===== config.mk =====
export PLATFORM = sky130hd
export DESIGN_NAME = sram_access_arbiter
export DESIGN_NICKNAME = d
export VERILOG_FILES = /design/src/rtl/cpu_mem_pkg.sv /design/src/rtl/sram_wait_timer.sv /design/src/rtl/sram_access_arbiter.sv
export SDC_FILE = /design/constraint.sdc
export NUM_CORES = 1
export LEC_CHECK = 0
export CAP_MARGIN = 20
export CELL_PAD_IN_SITES_DETAIL_PLACEMENT = 0
export CELL_PAD_IN_SITES_GLOBAL_PLACEMENT = 1
export CORE_MARGIN = 8
export CORE_UTILIZATION = 32
export CTS_CLUSTER_DIAMETER = 200
export CTS_CLUSTER_SIZE = 20
export DETAILED_ROUTE_END_ITERATION = 16
export PLACE_DENSITY = 0.84
export SLEW_MARGIN = 10
export SYNTH_ARGS = -nofsm -noshare
export SYNTH_HDL_FRONTEND = slang
export SYNTH_HIERARCHICAL = 1
export SYNTH_SLANG_ARGS = --single-unit

===== constraint.sdc =====
create_clock -name clock -period 4.5 [get_ports clock]
set_clock_uncertainty 0.05 [all_clocks]
set_input_delay 0.9 -clock clock [delete_from_list [all_inputs] [get_ports clock]]
set_output_delay 0.9 -clock clock [all_outputs]
set_load 0.01 [all_outputs]

===== src/rtl/cpu_mem_pkg.sv =====
// Shared definitions for the CPU data-access path and the SRAM access arbiter:
// data-port command encodings, arbiter state enumeration and a command decode helper.
package cpu_mem_pkg;

  localparam logic [1:0] MEM_IDLE  = 2'b00;
  localparam logic [1:0] MEM_READ  = 2'b01;
  localparam logic [1:0] MEM_WRITE = 2'b10;

  typedef enum logic [2:0] {
    IDLE   = 3'd0,
    IF_RD  = 3'd1,
    MEM_RD = 3'd2,
    MEM_WR = 3'd3,
    WR_REC = 3'd4
  } arb_state_t;

  // 2'b11 is reserved and behaves exactly like idle.
  function automatic logic mem_active(input logic [1:0] ctrl);
    return (ctrl == MEM_READ) || (ctrl == MEM_WRITE);
  endfunction

endpackage


===== src/rtl/sram_wait_timer.sv =====
// Wait-state timer: loads WAIT_CYCLES when an access starts and flags the final
// strobe cycle once the count has run down to zero.
module sram_wait_timer #(
  parameter int WAIT_CYCLES = 1
) (
  input  logic clock,
  input  logic reset,
  input  logic start,
  output logic last_cycle
);

  localparam int CW = (WAIT_CYCLES > 0) ? $clog2(WAIT_CYCLES + 1) : 1;
  localparam logic [CW-1:0] LOAD = CW'(WAIT_CYCLES);

  logic [CW-1:0] count_q, count_d;

  always_comb begin
    count_d = count_q;
    if (start) begin
      count_d = LOAD;
    end else if (count_q != '0) begin
      count_d = count_q - CW'(1);
    end
  end

  always_ff @(posedge clock) begin
    if (reset) begin
      count_q <= '0;
    end else begin
      count_q <= count_d;
    end
  end

  assign last_cycle = (count_q == '0);

endmodule


===== src/rtl/sram_access_arbiter.sv =====
// Multiplexes the core's fetch and data ports onto one asynchronous SRAM via a
// wait-state FSM; data wins over fetch. Define ACCESS_COUNT_EN to add access/stall counters.
module sram_access_arbiter
  import cpu_mem_pkg::*;
#(
  parameter int ADDR_W      = 16,
  parameter int DATA_W      = 16,
  parameter int WAIT_CYCLES = 1
) (
  input  logic              clock,
  input  logic              reset,
  input  logic              if_req,
  input  logic [ADDR_W-1:0] if_addr,
  output logic [DATA_W-1:0] if_data,
  output logic              if_valid,
  input  logic [1:0]        mem_ctrl,
  input  logic [ADDR_W-1:0] mem_addr,
  input  logic [DATA_W-1:0] mem_wdata,
  output logic [DATA_W-1:0] mem_rdata,
  output logic              mem_done,
  output logic              cpu_stall,
`ifdef ACCESS_COUNT_EN
  output logic [31:0]       if_count,
  output logic [31:0]       mem_count,
  output logic [31:0]       stall_count,
`endif
  output arb_state_t        dbg_state,
  output logic [ADDR_W-1:0] sram_addr,
  input  logic [DATA_W-1:0] sram_dq_in,
  output logic [DATA_W-1:0] sram_dq_out,
  output logic              sram_dq_oe,
  output logic              sram_ce_n,
  output logic              sram_oe_n,
  output logic              sram_we_n
);

  // Handshake: if_req / active mem_ctrl are levels held by the core until the matching
  // one-cycle if_valid / mem_done pulse; a request is only accepted in IDLE outside the
  // pulse cycle, so a request still held during its own completion is never re-issued.

  arb_state_t        state_q, state_d;
  logic [ADDR_W-1:0] addr_q, addr_d;
  logic [DATA_W-1:0] wdata_q, wdata_d;
  logic [DATA_W-1:0] if_data_q, if_data_d;
  logic [DATA_W-1:0] mem_rdata_q, mem_rdata_d;
  logic              if_valid_q, if_valid_d;
  logic              mem_done_q, mem_done_d;
  logic              timer_start;
  logic              last_cycle;
  logic              bubble;

  sram_wait_timer #(
    .WAIT_CYCLES(WAIT_CYCLES)
  ) u_timer (
    .clock     (clock),
    .reset     (reset),
    .start     (timer_start),
    .last_cycle(last_cycle)
  );

  assign bubble = if_valid_q | mem_done_q;

  always_comb begin
    state_d     = state_q;
    addr_d      = addr_q;
    wdata_d     = wdata_q;
    if_data_d   = if_data_q;
    mem_rdata_d = mem_rdata_q;
    if_valid_d  = 1'b0;
    mem_done_d  = 1'b0;
    timer_start = 1'b0;
    case (state_q)
      IDLE: begin
        if (!bubble) begin
          if (mem_ctrl == MEM_READ) begin
            state_d     = MEM_RD;
            addr_d      = mem_addr;
            timer_start = 1'b1;
          end else if (mem_ctrl == MEM_WRITE) begin
            state_d     = MEM_WR;
            addr_d      = mem_addr;
            wdata_d     = mem_wdata;
            timer_start = 1'b1;
          end else if (if_req) begin
            state_d     = IF_RD;
            addr_d      = if_addr;
            timer_start = 1'b1;
          end
        end
      end
      IF_RD: begin
        if (last_cycle) begin
          if_data_d  = sram_dq_in;
          if_valid_d = 1'b1;
          state_d    = IDLE;
        end
      end
      MEM_RD: begin
        if (last_cycle) begin
          mem_rdata_d = sram_dq_in;
          mem_done_d  = 1'b1;
          state_d     = IDLE;
        end
      end
      MEM_WR: begin
        if (last_cycle) begin
          state_d = WR_REC;
        end
      end
      WR_REC: begin
        mem_done_d = 1'b1;
        state_d    = IDLE;
      end
      default: state_d = IDLE;
    endcase
  end

  always_ff @(posedge clock) begin
    if (reset) begin
      state_q     <= IDLE;
      addr_q      <= '0;
      wdata_q     <= '0;
      if_data_q   <= '0;
      mem_rdata_q <= '0;
      if_valid_q  <= 1'b0;
      mem_done_q  <= 1'b0;
    end else begin
      state_q     <= state_d;
      addr_q      <= addr_d;
      wdata_q     <= wdata_d;
      if_data_q   <= if_data_d;
      mem_rdata_q <= mem_rdata_d;
      if_valid_q  <= if_valid_d;
      mem_done_q  <= mem_done_d;
    end
  end

  // Strobes decode straight from the state register so a sampled reset releases them at once.
  always_comb begin
    sram_ce_n  = 1'b1;
    sram_oe_n  = 1'b1;
    sram_we_n  = 1'b1;
    sram_dq_oe = 1'b0;
    case (state_q)
      IF_RD, MEM_RD: begin
        sram_ce_n = 1'b0;
        sram_oe_n = 1'b0;
      end
      MEM_WR: begin
        sram_ce_n  = 1'b0;
        sram_we_n  = 1'b0;
        sram_dq_oe = 1'b1;
      end
      WR_REC: begin
        sram_ce_n  = 1'b0;
        sram_dq_oe = 1'b1;
      end
      default: ;
    endcase
  end

  assign sram_addr   = addr_q;
  assign sram_dq_out = wdata_q;
  assign if_data     = if_data_q;
  assign mem_rdata   = mem_rdata_q;
  assign if_valid    = if_valid_q;
  assign mem_done    = mem_done_q;
  assign dbg_state   = state_q;
  assign cpu_stall   = (if_req & ~if_valid_q) | (mem_active(mem_ctrl) & ~mem_done_q);

`ifdef ACCESS_COUNT_EN
  logic [31:0] if_count_q, mem_count_q, stall_count_q;

  always_ff @(posedge clock) begin
    if (reset) begin
      if_count_q    <= '0;
      mem_count_q   <= '0;
      stall_count_q <= '0;
    end else begin
      if (if_valid_q) if_count_q <= if_count_q + 32'd1;
      if (mem_done_q) mem_count_q <= mem_count_q + 32'd1;
      if (cpu_stall) stall_count_q <= stall_count_q + 32'd1;
    end
  end

  assign if_count    = if_count_q;
  assign mem_count   = mem_count_q;
  assign stall_count = stall_count_q;
`endif

endmodule


Run 1, placed standard cells:
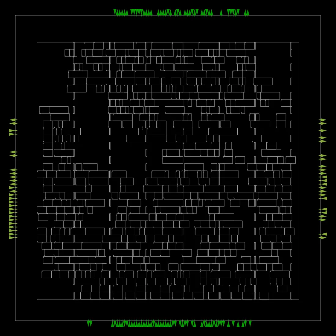
number of tap cells added at floorplan: 133
sequential cells: 70
fillers: 951
Final Instance Count excl. Fillers: 630
Cell Rows: 36

Run 1, cell area per tile:
The bar under the picture is 20 um long. 12 x 12 tiles, from white (low) to dark blue (high), 0 to 100% covered.
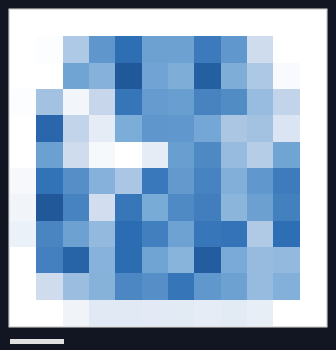
nearly empty tiles: 26%
tiles over 75% full: 6.2%
emptiest ninth of the die: top left
fullest tile: 84%
mean over tiles: 35%

Run 1, where the registers sit:
The bar under the picture is 20 um long. Other sequential cells in the stronger grey, the rest of the logic in the fainter grey.
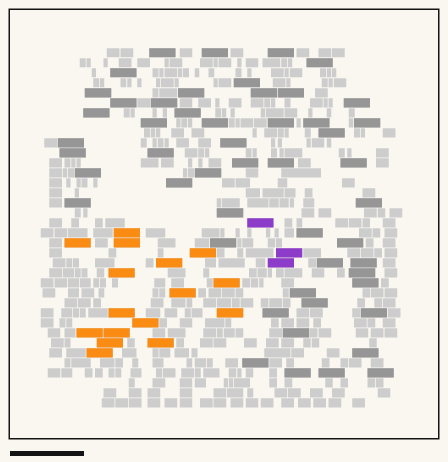
| colour | name in the netlist | flops |
|---|---|---|
| orange | sram_addr | 16 |
| purple | dbg_state | 3 |
not coloured: 51
total sequential power: 0.000736 W
flip-flop and latch area: 0.00140 sq mm
fraction of area in registers: 28.5%

Run 1, I/O nets highlighted:
The bar under the picture is 20 um long.
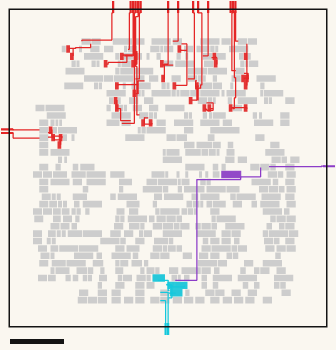
| colour | port | bits | direction | edge | end cells | wire |
|---|---|---|---|---|---|---|
| purple | mem_done | 1 | output | right | 1 | 93.4 um |
| red | sram_dq_in | 16 | input | 14 top, 2 left | 32 | 552 um |
| cyan | mem_ctrl | 2 | input | bottom | 5 | 50.6 um |
IO Port Bufs: 142
I/O pin count: 143

==> run 1: logic make-up after synthesis <==
logic type	Yosys count	synth area share, %
and+or+nand+nor	151	26.7
adders and majority gates	3	1.17
buffers and inverters	37	5.32
xor gates and xnor gates	2	0.544
DFF	70	43.5
AOI/OAI and AO/OA	70	11.1
muxes	32	11.6
==> run 1: worst max path at each step <==
stage                      endpoint  slack (ns)  cells past startpoint
after floorplan           cpu_stall        2.07                      3
after global placement    cpu_stall        1.08                      5
after detailed placement  cpu_stall        1.06                      5
after CTS                 cpu_stall        1.05                      5
after global routing      cpu_stall        0.99                      5
final                     cpu_stall        1.05                      5
==> run 1: registers in the layout, summed over array words and instances, names as in the netlist <==
register / count
dbg_state: 3
sram_addr: 16
if_data: 16
u_timer/count_q: 1
sram_dq_out: 16
mem_done: 1
mem_rdata: 16
if_valid: 1
==> run 1: per-stage QoR <==
step / hold WS [ns] / total power (W) / std cells / utilization [%] / setup slack (ns)
after global routing: 0.420 / 0.00189 / 630 / 50.3 / 0.993
after detailed placement: 0.397 / 0.00129 / 613 / 48.1 / 1.06
final: 0.406 / 0.00179 / 630 / 50.3 / 1.05
after global placement: 0.392 / 0.00129 / 613 / 48.1 / 1.08
after CTS: 0.407 / 0.00182 / 629 / 50.1 / 1.05
after floorplan: 0.431 / 0.00103 / 365 / - / 2.07
==> run 1: critical path, stage by stage <==
cell,delay (ns)
sky130_fd_sc_hd__clkdlybuf4s50_1,0.49
sky130_fd_sc_hd__inv_1,0.07
sky130_fd_sc_hd__ha_1,0.31
sky130_fd_sc_hd__o22ai_1,0.17
sky130_fd_sc_hd__clkdlybuf4s50_1,0.56
==> run 1: power breakdown <==
part	leakage [nW]	switching, W	internal [W]	total (W)
registers	0.570	0.0000482	0.000688	0.000736
clock network	0.106	0.000234	0.000284	0.000518
logic	1.12	0.000229	0.000308	0.000537
==> run 1: metal layers <==
layer  up-vias  GRT usage, %  share of wire, %
met2        64          26.6                53
met1      1340          16.1                41
met3        13          3.36               4.9
met4         0          5.88               1.7
li1       1470             -                 -
met5         -             0                 0
==> run 1: area by class of cell <==
| type | count | area (sq um) |
|---|---|---|
| multi-input cells | 258 | 1660 |
| fillers | 951 | 4860 |
| inverters | 6 | 22.5 |
| clock inverters | 4 | 45.0 |
| flip-flops and latches | 70 | 1400 |
| repair buffers | 147 | 1470 |
| well taps | 133 | 166 |
| clock buffers | 12 | 155 |
==> run summary, run 1 <==
antenna violations before repair -> 0
average footprint of a synthesized cell -> 8.83 sq um
Final Setup Violations -> 0
top cells by count -> 70 x sky130_fd_sc_hd__dfxtp_1, 66 x sky130_fd_sc_hd__nand2_1, 49 x sky130_fd_sc_hd__a21oi_1
slew at the pin closest to its max-slew limit -> 0.889 ns
fraction of registers with async set or reset after synthesis -> 0%
vias in the first global route -> 2982
r2r startpoint -> dbg_state[1]
worst endpoint required time -> 3.55 ns
pin count of the biggest net entering global routing -> 73
setup slack of the most critical reg-to-reg path -> 2.58 ns
number of hold violations in the final report -> 0
Critical Path AT -> 2.50 ns
cell count after synthesis -> 365
number of synthesized flops with an enable pin -> 0
DRC viols -> 0
category of the worst setup path capture point -> output pin
Netlist cell types -> 33
setup fix buffers added after clock tree synthesis -> 0
leakage power -> 1.79 nW
power density cells -> 364 mW/mm^2
worst-case hold path end point -> mem_rdata[2]
detailed placement HPWL -> 7120 um
total number of yosys warnings -> 6
post-synth area from yosys stat -> 0.00322 sq mm
startpoint kind of the worst setup timing path -> input port
Sinks on Clock Net -> 70
leading register cell type out of synthesis -> sky130_fd_sc_hd__dfxtp_1
cell types occupying the most area after synthesis -> sky130_fd_sc_hd__dfxtp_1 43%, sky130_fd_sc_hd__nand2_1 7.7%, sky130_fd_sc_hd__a21oi_1 7.6%
number of cells on the worst reg-to-reg path -> 3
chip footprint -> 0.0135 sq mm
maximum vdd ir drop -> 200 uV
Die Span Y -> 116 um
Worst-Skew Late Latency -> 0.34 ns
leading cell types in the layout, fill and taps excluded -> 141 x sky130_fd_sc_hd__clkdlybuf4s50_1, 70 x sky130_fd_sc_hd__dfxtp_1, 66 x sky130_fd_sc_hd__nand2_1
Post-CTS Resized -> 0
maximum buffer depth of the clock tree -> 2
wire length after detailed routing -> 9750 um
width of the chip -> 116 um
number of antenna cells inserted -> 0
OpenROAD warning count -> 28
minimum period implied by the final worst setup slack -> 3.45 ns
CP max FO -> 2
post-synth top area cell -> sky130_fd_sc_hd__dfxtp_1
wire length of the first global-routing pass -> 15500 um
critical path start-end classification -> in -> out
Mapped Area -> 0.00322 sq mm
maximum frequency from static timing analysis -> 290 MHz
hold path cells -> 2
worst hold path class -> reg -> reg
number of nets at floorplan -> 437
worst r2r dst -> mem_rdata[15]
result of the run -> complete, no violations
synthesis-stage register bit count -> 70
total clock buffers created by CTS -> 9
Hold Buf Count CTS -> 0
most popular library cell in the synthesized design by count -> sky130_fd_sc_hd__dfxtp_1
post-place instance area -> 0.00470 sq mm
total non-filler cell area in the finished layout -> 0.00492 sq mm
Post-DRT Antenna Nets -> 0
ys cells -> 365
Hold Path Origin -> mem_rdata[2]
share of post-route cells with drive strength above 1 -> 11.7%
core area -> 0.00977 sq mm
total overflow reported by the global router -> 0
Critical path origin -> mem_ctrl[0]
drt wl/cell -> 15.5 um
detailed-routing iteration count for the pre-antenna-repair pass -> 4
clock-pin transition on the worst setup and hold timing paths -> 0.07 ns
overall global routing resource usage -> 14.7%
final cycle utilization of the critical path -> 76.7%
via total after detailed routing -> 2887
Rel. slew slack -> 40.7%
fraction of the yosys area taken by sequential cells -> 43.5%
share of the synthesized area in the top cell type -> 43.5%
number of max-cap violations -> 0
CTS tree -> done
average via count per standard cell -> 4.58
Setup TNS -> 0 ns
CTS root buf -> sky130_fd_sc_hd__clkbuf_8
RSZ-0062 raised after global routing -> no
H-tree lvl count -> 3
Detailed Route Iter0 Violations -> 134
pins over their slew limit -> 0
Nets -> 564
floorplan-stage core utilization -> 33.0%
weighted congestion reported at the end of routability-driven placement -> 0.715
layout-stage area growth over the synthesis result -> 52.7%
Commonest Layout Cell -> sky130_fd_sc_hd__clkdlybuf4s50_1
Run 1, power grid:
The bar under the picture is 20 um long. Pins as bars on the die edge. Tap cells in grey.
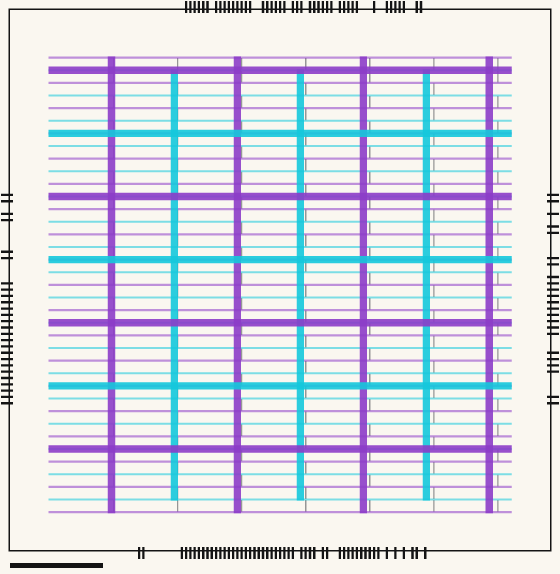

--- run 2 (diff from run 1) ---
--- a/config.mk
+++ b/config.mk
@@ -9,11 +9,11 @@
 export CELL_PAD_IN_SITES_DETAIL_PLACEMENT = 0
 export CELL_PAD_IN_SITES_GLOBAL_PLACEMENT = 1
 export CORE_MARGIN = 8
-export CORE_UTILIZATION = 32
+export CORE_UTILIZATION = 27
 export CTS_CLUSTER_DIAMETER = 200
 export CTS_CLUSTER_SIZE = 20
 export DETAILED_ROUTE_END_ITERATION = 16
-export PLACE_DENSITY = 0.84
+export PLACE_DENSITY = 0.75
 export SLEW_MARGIN = 10
 export SYNTH_ARGS = -nofsm -noshare
 export SYNTH_HDL_FRONTEND = slang
==> constraint.sdc (replaced) <==
create_clock -name clock -period 3 [get_ports clock]
set_clock_uncertainty 0.05 [all_clocks]
set_input_delay 0.6 -clock clock [delete_from_list [all_inputs] [get_ports clock]]
set_output_delay 0.6 -clock clock [all_outputs]
set_load 0.01 [all_outputs]
Run 2, power grid:
The bar under the picture is 50 um long. Pins as bars on the die edge. Tap cells in grey.
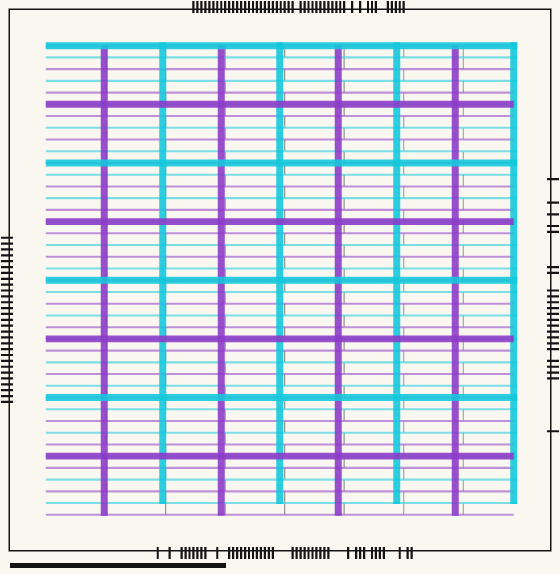
| colour | net |
|---|---|
| cyan | VDD |
| purple | VSS |
met5 straps: 8
signal pins: 143
met1 rails: 41

Run 2, where the registers sit:
The bar under the picture is 50 um long. Other sequential cells in the stronger grey, the rest of the logic in the fainter grey.
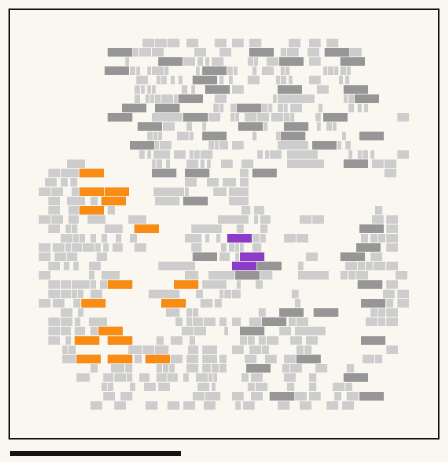
| colour | name in the netlist | flops |
|---|---|---|
| purple | dbg_state | 3 |
| orange | sram_addr | 16 |
not coloured: 51
total sequential power: 0.00111 W
final core utilization: 43.2%

==> run summary, run 2 <==
most popular library cell in the synthesized design by count -> sky130_fd_sc_hd__dfxtp_1
final cycle utilization of the critical path -> 95.9%
power density cells -> 618 mW/mm^2 (+70%)
Netlist cell types -> 33 (unchanged)
H-tree lvl count -> 3 (unchanged)
Nets -> 566 (+0.35%)
leading cell types in the layout, fill and taps excluded -> 141 x sky130_fd_sc_hd__clkdlybuf4s50_1, 70 x sky130_fd_sc_hd__dfxtp_1, 66 x sky130_fd_sc_hd__nand2_1
worst endpoint required time -> 2.35 ns (-1.20 ns)
wire length of the first global-routing pass -> 15900 um (+2.4%)
total overflow reported by the global router -> 0 (unchanged)
cell mode on critical path -> sky130_fd_sc_hd__clkdlybuf4s50_1
synthesis-stage register bit count -> 70 (unchanged)
Critical Path, Cell by Cell -> clkdlybuf4s50_1 > inv_1 > ha_1 > o22ai_1 > clkdlybuf4s50_1
number of max-cap violations -> 0 (unchanged)
Critical Path AT -> 2.23 ns (-0.27 ns)
Hold Buf Count CTS -> 0 (unchanged)
Critical path origin -> mem_ctrl[0]
category of the worst setup path capture point -> output pin
internal power contribution -> 0.00233 W (+82%)
fraction of registers with async set or reset after synthesis -> 0% (unchanged)
detailed placement HPWL -> 7480 um (+5.1%)
Worst path max stage delay -> 0.57 ns (about the same)
share of total power in sequential cells -> 35.2% (-5.9 points)
chip footprint -> 0.0157 sq mm (+16%)
Setup TNS -> 0 ns (unchanged)
Mapped Area -> 0.00322 sq mm (unchanged)
detailed-routing iteration count for the pre-antenna-repair pass -> 4 (unchanged)
setup fix buffers added after clock tree synthesis -> 0 (unchanged)
number of hold violations in the final report -> 0 (unchanged)
antenna violations before repair -> 0 (unchanged)
CTS root buf -> sky130_fd_sc_hd__clkbuf_16
CP max FO -> 2 (unchanged)
maximum vdd ir drop -> 295 uV (+47%)
average footprint of a synthesized cell -> 8.83 sq um (unchanged)
result of the run -> complete, no violations
number of nets at floorplan -> 437 (unchanged)
IO Port Bufs -> 142 (unchanged)
pin count of the biggest net entering global routing -> 70 (-4.1%)
portion of total power attributed to combinational logic -> 25.9% (-4.1 points)
Critical-path top delay cell -> sky130_fd_sc_hd__clkdlybuf4s50_1
leading register cell type out of synthesis -> sky130_fd_sc_hd__dfxtp_1
layout-stage area growth over the synthesis result -> 58.3%
clock-pin transition on the worst setup and hold timing paths -> 0.06 ns (about the same)
number of antenna cells inserted -> 0 (unchanged)
post-synth area from yosys stat -> 0.00322 sq mm (unchanged)
Commonest Layout Cell -> sky130_fd_sc_hd__clkdlybuf4s50_1
share of post-route cells with drive strength above 1 -> 12.2% (+0.55 points)
Final Setup Violations -> 0 (unchanged)
Hold Path Origin -> if_data[14]
cell types occupying the most area after synthesis -> sky130_fd_sc_hd__dfxtp_1 43%, sky130_fd_sc_hd__nand2_1 7.7%, sky130_fd_sc_hd__a21oi_1 7.6%
maximum buffer depth of the clock tree -> 2 (unchanged)
width of the chip -> 125 um (+7.6%)
worst r2r dst -> mem_rdata[5]
weighted congestion reported at the end of routability-driven placement -> 0.744 (+4.1%)
overall global routing resource usage -> 12.5% (-2.2 points)
fraction of the yosys area taken by sequential cells -> 43.5% (unchanged)
share of the synthesized area in the top cell type -> 43.5% (unchanged)
setup slack of the most critical reg-to-reg path -> 1.15 ns (-1.43 ns)
worst hold path class -> reg -> reg
number of cells on the worst reg-to-reg path -> 3 (unchanged)
I/O pin count -> 143 (unchanged)
worst-case hold path end point -> if_data[14]
hold path cells -> 2 (unchanged)
worst slack on hold paths -> 0.402 ns (-0.00309 ns)
vias in the first global route -> 3028 (+1.5%)
minimum period implied by the final worst setup slack -> 2.88 ns
pins over their slew limit -> 0 (unchanged)
Post-DRT Antenna Nets -> 0 (unchanged)
critical path start-end classification -> in -> out
Rel. slew slack -> 45.9% (+5.2 points)
part of the total power dissipated in the clock network -> 39.0% (+10 points)
slew at the pin closest to its max-slew limit -> 0.811 ns (-0.0781 ns)
post-synth top area cell -> sky130_fd_sc_hd__dfxtp_1
via total after detailed routing -> 2940 (+1.8%)
Post-CTS Resized -> 0 (unchanged)
Sw Pwr -> 0.000817 W (+60%)
number of synthesized flops with an enable pin -> 0 (unchanged)
RSZ-0062 raised after global routing -> no
wire length after detailed routing -> 9940 um (+1.9%)
switching power share of the total -> 26.0% (-2.6 points)
maximum frequency from static timing analysis -> 348 MHz
DRC viols -> 0 (unchanged)
floorplan-stage core utilization -> 27.3% (-5.7 points)
Detailed Route Iter0 Violations -> 122 (-9.0%)
overall power -> 0.00315 W (+76%)
Die Span Y -> 125 um (+7.6%)
drt wl/cell -> 15.4 um (-0.60%)
Worst-Skew Late Latency -> 0.32 ns (-0.02 ns)
r2r startpoint -> dbg_state[1]
total number of yosys warnings -> 6 (unchanged)
core area -> 0.0118 sq mm (+21%)
ys cells -> 365 (unchanged)
cell count after synthesis -> 365 (unchanged)
CTS tree -> done
OpenROAD warning count -> 28 (unchanged)
total clock buffers created by CTS -> 9 (unchanged)
leakage power -> 1.87 nW (+4.3%)
Cell Rows -> 40 (+11%)
Sinks on Clock Net -> 70 (unchanged)
top cells by count -> 70 x sky130_fd_sc_hd__dfxtp_1, 66 x sky130_fd_sc_hd__nand2_1, 49 x sky130_fd_sc_hd__a21oi_1
startpoint kind of the worst setup timing path -> input port
average via count per standard cell -> 4.55 (-0.69%)
Run 2, cell area per tile:
The bar under the picture is 50 um long. 13 x 13 tiles, from white (low) to dark blue (high), 0 to 100% covered.
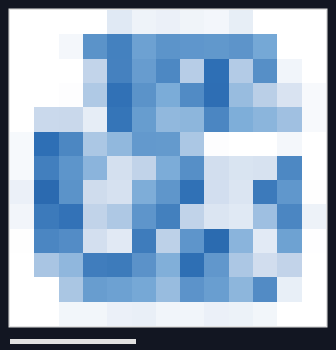
mean over tiles: 31%
fullest tile: 77%
tiles over 75% full: 1.2%
emptiest ninth of the die: top left
nearly empty tiles: 21%

## run 2: netlist changes by cell type in the layout (fill, tap and decap cells not counted), sizes merged
cell	previous run	this run
clkbuf	12	10
bufinv	1	3
buf	6	8
## run 2: stage by stage
step	instance area, sq um	instances	setup slack (ns)
after floorplan	3220	365	0.915
after global placement	4750	630	0.169
after detailed placement	4750	630	0.121
after CTS	5100	646	0.123
after global routing	5100	646	0.0614
final	5100	646	0.123
## run 2: worst max path at each step
stage                     slack [ns]  cells past startpoint       endpoint
after global routing            0.06                      5      cpu_stall
final                           0.12                      5      cpu_stall
after CTS                       0.12                      5      cpu_stall
after global placement          0.17                      5      cpu_stall
after detailed placement        0.12                      5      cpu_stall
after floorplan                 0.91                      6  sram_addr[10]
## run 2: final cells by class
type,instances,area [sq um]
fillers,1173,6710
multi-input cells,258,1660
repair buffers,149,1480
flip-flops and latches,70,1400
clock buffers,10,239
well taps,147,184
clock inverters,6,109
inverters,6,22.5
## run 2: kinds of logic after synthesis
logic type | count (synthesis) | share of synthesized area, %
AND/OR/NAND/NOR | 151 | 26.7
AND-OR/OR-AND | 70 | 11.1
flip-flops | 70 | 43.5
buffers and inverters | 37 | 5.32
multiplexers | 32 | 11.6
adder cells (fa/ha/maj) | 3 | 1.17
XOR/XNOR | 2 | 0.544
## run 2: layer usage
metal,vias up,wire length [um],GRT usage (%)
met2,78,5110,22.5
met1,1365,4140,13.3
met5,-,0,0
met3,20,405,3.06
li1,1477,-,-
met4,0,281,6.52
## run 2: power groups by stage
stage,clock (W),combinational (W),sequential [W]
floorplan,0,0.000402,0.00115
detailed placement,0,0.000828,0.00112
CTS,0.00126,0.000830,0.00111
global placement,0,0.000819,0.00112
finish,0.00123,0.000814,0.00111
global route,0.00131,0.000882,0.00112
## run 2: worst max-delay path: cells and delay by family
kind | cells | cell delay (ns)
buffers and inverters | 3 | 1.12
adders and majority gates | 1 | 0.31
AOI/OAI and AO/OA | 1 | 0.20
Run 2, placed standard cells:
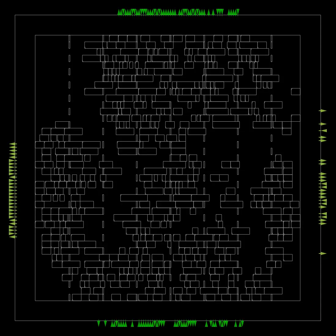

--- run 3 (diff from run 2) ---
--- a/config.mk
+++ b/config.mk
@@ -9,11 +9,12 @@
 export CELL_PAD_IN_SITES_DETAIL_PLACEMENT = 0
 export CELL_PAD_IN_SITES_GLOBAL_PLACEMENT = 1
 export CORE_MARGIN = 8
-export CORE_UTILIZATION = 27
+export CORE_UTILIZATION = 28
+export CTS_BUF_LIST = sky130_fd_sc_hd__clkbuf_8
 export CTS_CLUSTER_DIAMETER = 200
 export CTS_CLUSTER_SIZE = 20
 export DETAILED_ROUTE_END_ITERATION = 16
-export PLACE_DENSITY = 0.75
+export PLACE_DENSITY = 0.78
 export SLEW_MARGIN = 10
 export SYNTH_ARGS = -nofsm -noshare
 export SYNTH_HDL_FRONTEND = slang
Run 3, placed standard cells:
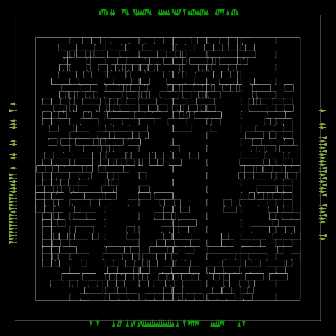
fillers: 1149
fraction of area in registers: 28.1%
core area: 0.0113 sq mm
Cell Rows: 39
number of tap cells added at floorplan: 143

Run 3, power grid:
The bar under the picture is 20 um long. Pins as bars on the die edge. Tap cells in grey.
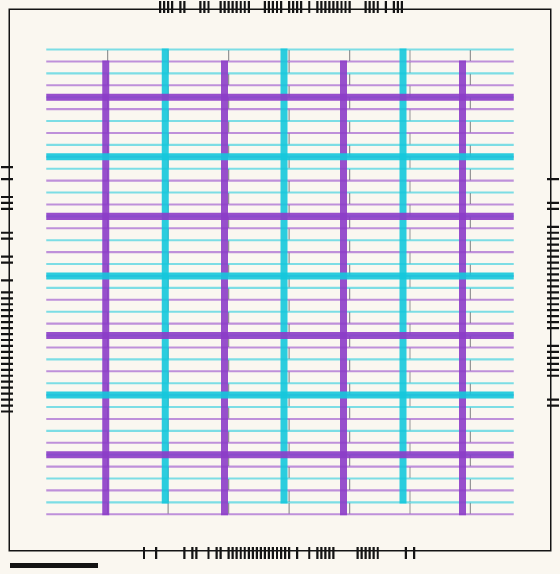
maximum vdd ir drop: 228 uV
Die Span Y: 123 um
width of the chip: 123 um

==> run summary, run 3 <==
Rel. slew slack -> 33.6% (-12 points)
average via count per standard cell -> 4.54 (-0.32%)
Netlist cell types -> 33 (unchanged)
IO Port Bufs -> 142 (unchanged)
Post-DRT Antenna Nets -> 0 (unchanged)
Critical Path AT -> 2.21 ns (-0.02 ns)
overall global routing resource usage -> 12.1% (-0.36 points)
number of hold violations in the final report -> 0 (unchanged)
setup fix buffers added after clock tree synthesis -> 0 (unchanged)
CTS root buf -> sky130_fd_sc_hd__clkbuf_8
leading cell types in the layout, fill and taps excluded -> 141 x sky130_fd_sc_hd__clkdlybuf4s50_1, 70 x sky130_fd_sc_hd__dfxtp_1, 66 x sky130_fd_sc_hd__nand2_1
post-synth area from yosys stat -> 0.00322 sq mm (unchanged)
number of max-cap violations -> 0 (unchanged)
Hold Buf Count CTS -> 0 (unchanged)
Critical-path top delay cell -> sky130_fd_sc_hd__clkdlybuf4s50_1
Sinks on Clock Net -> 70 (unchanged)
total clock buffers created by CTS -> 9 (unchanged)
most popular library cell in the synthesized design by count -> sky130_fd_sc_hd__dfxtp_1
power density cells -> 562 mW/mm^2 (-9.0%)
r2r startpoint -> dbg_state[0]
pins over their slew limit -> 0 (unchanged)
CTS tree -> done
maximum buffer depth of the clock tree -> 2 (unchanged)
vias in the first global route -> 2861 (-5.5%)
worst slack on hold paths -> 0.407 ns (+0.00458 ns)
number of synthesized flops with an enable pin -> 0 (unchanged)
final cycle utilization of the critical path -> 95.3% (-0.60 points)
Final Instance Count excl. Fillers -> 643 (-0.46%)
wire length of the first global-routing pass -> 14600 um (-8.0%)
Setup TNS -> 0 ns (unchanged)
DRC viols -> 0 (unchanged)
Mapped Area -> 0.00322 sq mm (unchanged)
RSZ-0062 raised after global routing -> no
total number of yosys warnings -> 6 (unchanged)
Critical Path, Cell by Cell -> clkdlybuf4s50_1 > inv_1 > ha_1 > o22ai_1 > clkdlybuf4s50_1
leakage power -> 1.81 nW (-3.0%)
share of post-route cells with drive strength above 1 -> 12.4% (+0.18 points)
CP max FO -> 2 (unchanged)
Final Setup Violations -> 0 (unchanged)
chip footprint -> 0.0152 sq mm (-3.1%)
Hold Path Origin -> mem_rdata[15]
OpenROAD warning count -> 28 (unchanged)
Critical path origin -> mem_ctrl[0]
number of nets at floorplan -> 437 (unchanged)
cell count after placement -> 627 (-0.48%)
Detailed Route Iter0 Violations -> 128 (+4.9%)
antenna violations before repair -> 0 (unchanged)
buffers plus inverters on the worst setup path -> 3 (unchanged)
I/O pin count -> 143 (unchanged)
worst endpoint required time -> 2.35 ns (about the same)
share of the synthesized area in the top cell type -> 43.5% (unchanged)
drt wl/cell -> 14.8 um (-3.6%)
number of antenna cells inserted -> 0 (unchanged)
cell mode on critical path -> sky130_fd_sc_hd__clkdlybuf4s50_1
fraction of the yosys area taken by sequential cells -> 43.5% (unchanged)
via total after detailed routing -> 2917 (-0.78%)
maximum frequency from static timing analysis -> 350 MHz (+0.63%)
total overflow reported by the global router -> 0 (unchanged)
Commonest Layout Cell -> sky130_fd_sc_hd__clkdlybuf4s50_1
layout-stage area growth over the synthesis result -> 54.6%
fraction of registers with async set or reset after synthesis -> 0% (unchanged)
weighted congestion reported at the end of routability-driven placement -> 0.739 (-0.67%)
post-synth top area cell -> sky130_fd_sc_hd__dfxtp_1
worst hold path class -> reg -> reg
cell types occupying the most area after synthesis -> sky130_fd_sc_hd__dfxtp_1 43%, sky130_fd_sc_hd__nand2_1 7.7%, sky130_fd_sc_hd__a21oi_1 7.6%
Post-CTS Resized -> 0 (unchanged)
category of the worst setup path capture point -> output pin
detailed-routing iteration count for the pre-antenna-repair pass -> 4 (unchanged)
startpoint kind of the worst setup timing path -> input port
synthesis-stage register bit count -> 70 (unchanged)
Nets -> 567 (+0.18%)
Worst path max stage delay -> 0.58 ns (about the same)
Worst-Skew Late Latency -> 0.35 ns (+0.03 ns)
pin count of the biggest net entering global routing -> 67 (-4.3%)
H-tree lvl count -> 3 (unchanged)
minimum period implied by the final worst setup slack -> 2.86 ns (-0.0179 ns)
slew at the pin closest to its max-slew limit -> 0.995 ns (+0.184 ns)
clock-pin transition on the worst setup and hold timing paths -> 0.09 ns (+0.03 ns)
total non-filler cell area in the finished layout -> 0.00498 sq mm (-2.3%)
top cells by count -> 70 x sky130_fd_sc_hd__dfxtp_1, 66 x sky130_fd_sc_hd__nand2_1, 49 x sky130_fd_sc_hd__a21oi_1
leading register cell type out of synthesis -> sky130_fd_sc_hd__dfxtp_1
post-place instance area -> 0.00475 sq mm (about the same)
critical path start-end classification -> in -> out
detailed placement HPWL -> 6960 um (-7.0%)
ys cells -> 365 (unchanged)
wire length after detailed routing -> 9530 um (-4.1%)
result of the run -> complete, no violations
kind of cell adding the most delay to the critical path -> buffers and inverters
average footprint of a synthesized cell -> 8.83 sq um (unchanged)
cell count after synthesis -> 365 (unchanged)
Run 3, cell area per tile:
The bar under the picture is 20 um long. 12 x 12 tiles, from white (low) to dark blue (high), 0 to 100% covered.
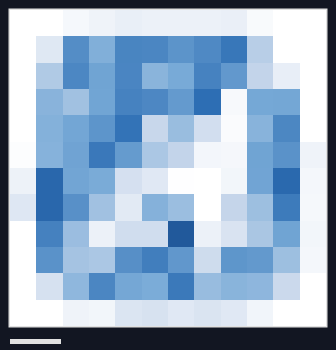
floorplan-stage core utilization: 28.5%
final core utilization: 44.0%

==> run 3: worst paths after layout <==
kind	end	slack (ns)	depth (start not counted)
setup reg to reg	sram_addr[5]	1.16	3
hold / removal	mem_rdata[15]	0.41	2
setup / recovery	cpu_stall	0.14	5
hold reg to reg	mem_rdata[15]	0.41	2
==> run 3: kinds of logic after synthesis <==
family | share of synthesized area, %
simple gates | 26.7
compound gates | 11.1
flops | 43.5
buf+inv | 5.32
mux | 11.6
fa+ha+maj | 1.17
xor+xnor | 0.544
==> run 3: tightest hold or removal path: cells and delay by family (launching register included) <==
family,cells,cell delay [ns]
compound gates,1,0.05
flops,1,0.32
simple gates,1,0.05
==> run 3: layout make-up <==
cell class / count / area, sq um
Sequential cell: 70 / 1400
Clock inverter: 7 / 105
Multi-Input combinational cell: 258 / 1660
Timing Repair Buffer: 150 / 1490
Clock buffer: 9 / 124
Inverter: 6 / 22.5
Tap cell: 143 / 179
Fill cell: 1149 / 6340
==> run 3: metrics by stage <==
stage | utilization (%) | total power (W) | setup WS, ns
6_report | 44.0 | 0.00280 | 0.141
5_1_grt | 44.0 | 0.00296 | 0.0418
4_1_cts | 44.0 | 0.00286 | 0.116
3_5_place_dp | 42.0 | 0.00195 | 0.135
3_3_place_gp | 42.0 | 0.00194 | 0.139
2_1_floorplan | - | 0.00155 | 0.915
==> run 3: routing by layer <==
layer | global-route usage, % | up-vias | routed length, um
met3 | 4.16 | 7 | 701
met4 | 5.04 | 0 | 136
met5 | 0 | - | 0
met2 | 20.5 | 76 | 4580
li1 | - | 1480 | -
met1 | 13.7 | 1354 | 4110
==> run 3: power breakdown <==
part	internal [W]	total, W	switching (W)
logic	0.000469	0.000816	0.000347
clock network	0.000479	0.000888	0.000409
registers	0.00103	0.00110	0.0000657
total	0.00198	0.00280	0.000821
No activity file was given, so power comes from the tool's default toggle rates.
